Figure 1. Supply network (run 1).
Scale: 6 px per µm. Pins as bars on the die edge.
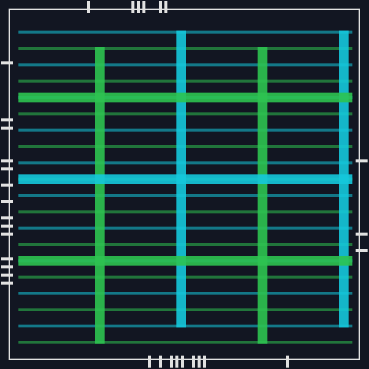
Figure 2. Placement by cell class (run 1).
Scale: 4 px per µm. Fill, decap, tap and diode cells in gray.
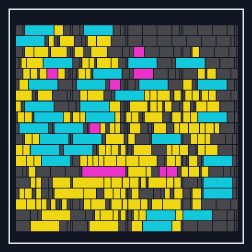
Figure 3. Clock distribution (run 1).
Scale: 10 px per µm.
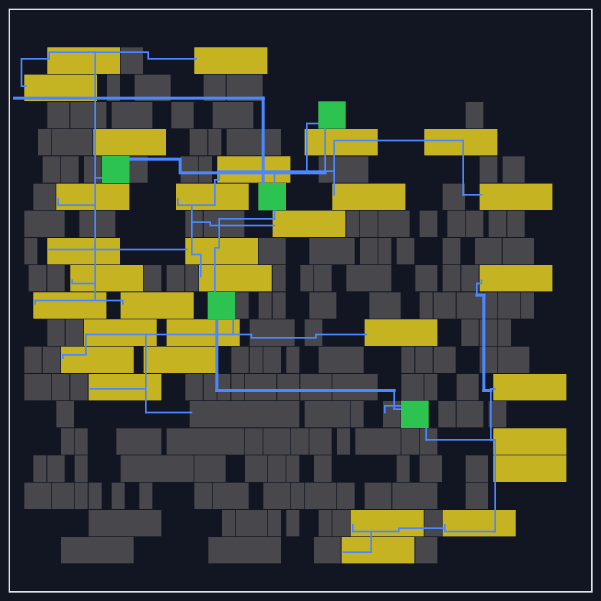
Figure 4. Wiring by layer (run 1).
Scale: 6 px per µm. Only two layers are drawn.
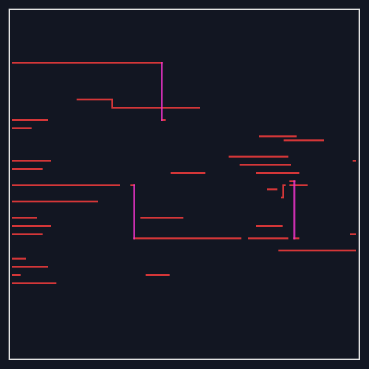
==> config.mk <==
export PLATFORM = sky130hd
export DESIGN_NAME = ex_issue_ctrl
export DESIGN_NICKNAME = d
export VERILOG_FILES = /design/src/rtl/ex_issue_ctrl.sv
export SDC_FILE = /design/constraint.sdc
export NUM_CORES = 1
export LEC_CHECK = 0
export CAP_MARGIN = 15
export CORE_UTILIZATION = 55
export CTS_CLUSTER_DIAMETER = 30
export DETAILED_ROUTE_END_ITERATION = 12
export DONT_BUFFER_PORTS = 1
export HOLD_SLACK_MARGIN = 0.1
export PLACE_DENSITY = 0.76
export SYNTH_ARGS = -nofsm -noshare
export SYNTH_HDL_FRONTEND = slang
export SYNTH_SLANG_ARGS = --single-unit
==> constraint.sdc <==
create_clock -name clk -period 8.05 [get_ports clk]
set_input_delay 1.61 -clock clk [delete_from_list [all_inputs] [get_ports clk]]
set_output_delay 1.61 -clock clk [all_outputs]
set_load 0.02 [all_outputs]
==> job_summary.md, run 1 <==
### Metrics collected by this job

| Metric | Value |
|---|---|
| H-tree levels | 2 |
| GRT Max-Usage Layer | met2 |
| Final GP Congestion | 0.918 |
| Flop-to-flop setup slack | between 5 and 6 ns |
| Fraction of layout instances using a drive strength above 1 | between 8 and 9% |
| Synth Seq Share | 35.8% |
| DR vias/cell | 5.98 |
| Worst Max-Slew Pin Slew | approximately 0.85 ns |
| Startpoint types | input port |
| Slew Limit Headroom | 42.6% |
| # clock sinks | 31 |
| Met2 routed WL | about 1.8 mm |
| P_seq | 165 µW |
| Root Driver | clkbuf_4 |
| Clk slew on worst S/H paths | approximately 0.10 ns |
| Crit path kind | input port to flop |
| Internal power | around 250 µW |
| Max-cap violations | 0 |
| First-pass DRT Iterations | 4 |
| Met3 GRT Util | 7.59% |
| Resized Gates After CTS | 0 |
| Final hold vios | 0 |
| Status | completed |
| Crit-path cells | inv_1, fa_1, fa_1, inv_1, ha_1, fa_1, or3b_1, o41ai_1, nand3_1, nand3_1, o21ai_0 |
| Top cells by area | dfxtp_1 (36%), nand3_1 (6.4%), ha_1 (5.8%) |
| Number of logic inverters in the finished layout | 14 |
| Post-synth top area cell | dfxtp_1 |
| Clock buffer count from CTS | 5 |
| M1 GR Usage | about 28% |
| Comb_multi_in | around 150 |
| DP Area | 1720 µm² |
| Final Max Slew Viols | 0 |
-- Figure 1 (at the start) --
[VSS] green
[VDD] cyan
rows: 19
met4 straps: 4
met5 straps: 3
met1 rails: 20
Chip Width: 58.1 µm
Die H: 58.1 µm
core area: 2880 µm²

-- Figure 2 (at the start) --
[all other logic] yellow | cells: 161
[clock drivers and dummy loads] magenta | cells: 8
[flops] cyan | cells: 31
Layout Utilization: 62.8%
Placement Rows: 19
finished layout cell area: 1810 µm²
flop share of the area: 34.3%

-- Figure 3 (at the start) --
[clock wires] blue | length: 377 µm
[flip-flops] yellow | count: 31
[cells driving clock nets] green | count: 5
routed clock nets: 6
Max Clock Skew: 0.00656 ns
Clock power frac: 36.3%
P_clk: 128 µW

-- Figure 4 (at the start) --
[met3] red | wire length: 233 µm
[met4] magenta | wire length: 27.9 µm
wire per inst: 14.9 µm
vias after detailed routing: 1448
WL final: 3.60 mm
Tot GR Track Use: 23.4%

Figure 5. Placed standard cells (run 1).
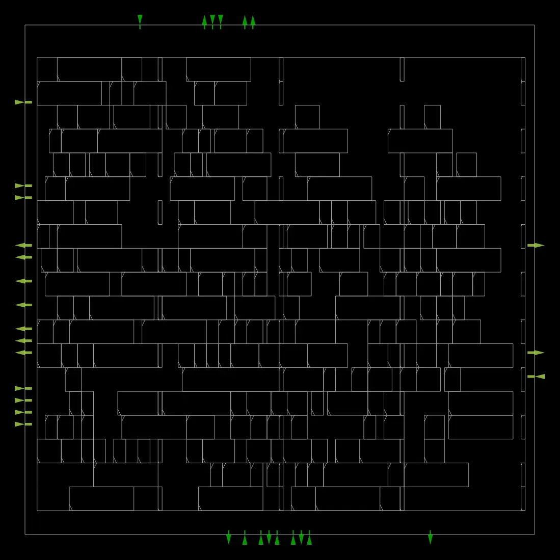

==> run 2, diff against run 1 <==
==> constraint.sdc (replaced) <==
create_clock -name clk -period 4.8 [get_ports clk]
set_input_delay 0.96 -clock clk [delete_from_list [all_inputs] [get_ports clk]]
set_output_delay 0.96 -clock clk [all_outputs]
set_load 0.02 [all_outputs]
Figure 6. Placed standard cells (run 2).
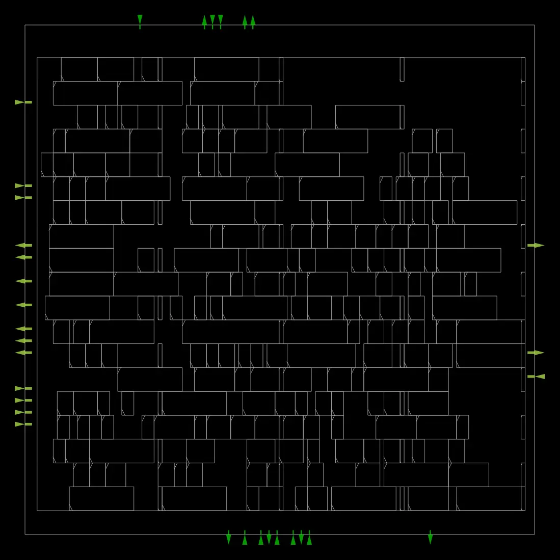
tapcells inserted: 42
flop share of the area: 34.2%
Layout Utilization: 63.1%
Flops: 31

Figure 7. Clock distribution (run 2).
Scale: 10 px per µm.
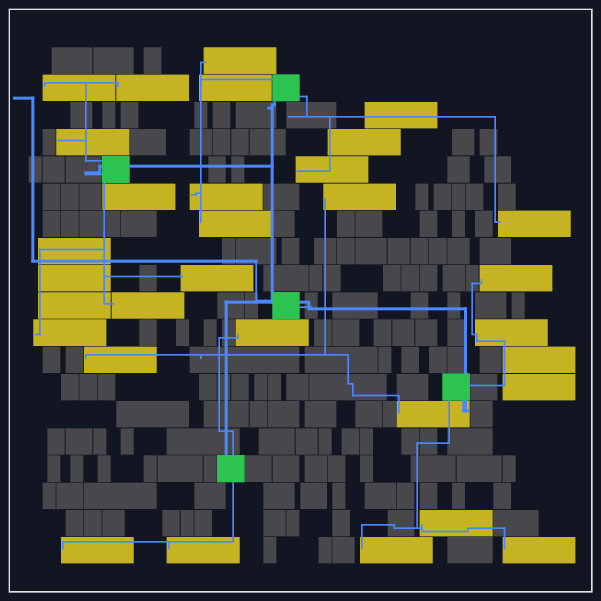
[cells driving clock nets] green | count: 5
[clock wires] blue | length: 433 µm
[flip-flops] yellow | count: 31
flops lie: spread over the die
routed clock nets: 6
Clock power frac: 36.8%
Max Clock Skew: 0.0157 ns
P_clk: 220 µW

==> job_summary.md, run 2 <==
### Metrics collected by this job

| Metric | Value |
|---|---|
| Status | completed |
| Clock buffer count from CTS | 5 (unchanged) |
| Post-synth top area cell | dfxtp_1 |
| Crit path kind | input port to flop |
| # clock sinks | 31 (unchanged) |
| Number of logic inverters in the finished layout | 14 (unchanged) |
| DR vias/cell | 6.08 (+1.6%) |
| Internal power | 426 µW (+68%) |
| Flop-to-flop setup slack | 2.50 ns (-3.26 ns) |
| Crit-path cells | inv_1, fa_1, fa_1, inv_1, ha_1, fa_1, or3b_1, o32ai_1, o21ai_0, nand3_1, o41ai_1 |
| Resized Gates After CTS | 0 (unchanged) |
| Final hold vios | 0 (unchanged) |
| Placement Rows | 19 (unchanged) |
| Clk slew on worst S/H paths | 0.10 ns (about the same) |
| Max-cap violations | 0 (unchanged) |
| Tot GR Track Use | 24.0% (+0.63 points) |
| Final Max Slew Viols | 0 (unchanged) |
| Core area | 2880 µm² (unchanged) |
| Vias after detailed routing | 1477 (+2.0%) |
| Worst Max-Slew Pin Slew | 0.816 ns (-0.0359 ns) |
| H-tree levels | 2 (unchanged) |
| Chip Width | 58.1 µm (unchanged) |
| Synth Seq Share | 35.8% (unchanged) |
| Synth Flop Type | dfxtp_1 |
| Root Driver | clkbuf_4 |
| Met2 routed WL | 1.76 mm (about the same) |
| Top cells by area | dfxtp_1 (36%), nand3_1 (6.4%), ha_1 (5.8%) |
| P_seq | 277 µW (+68%) |
| Met3 GRT Util | 6.70% (-0.89 points) |
| Fraction of layout instances using a drive strength above 1 | 8.96% (+0.46 points) |
| Die H | 58.1 µm (unchanged) |
| Final GP Congestion | 0.925 (+0.83%) |
| GRT Max-Usage Layer | met2 |
| Comb_multi_in | 147 (unchanged) |
| DP Area | 1730 µm² (+0.44%) |
| Finished layout cell area | 1810 µm² (+0.42%) |
Power figures rest on the tool's default switching activity, not on a simulated workload.
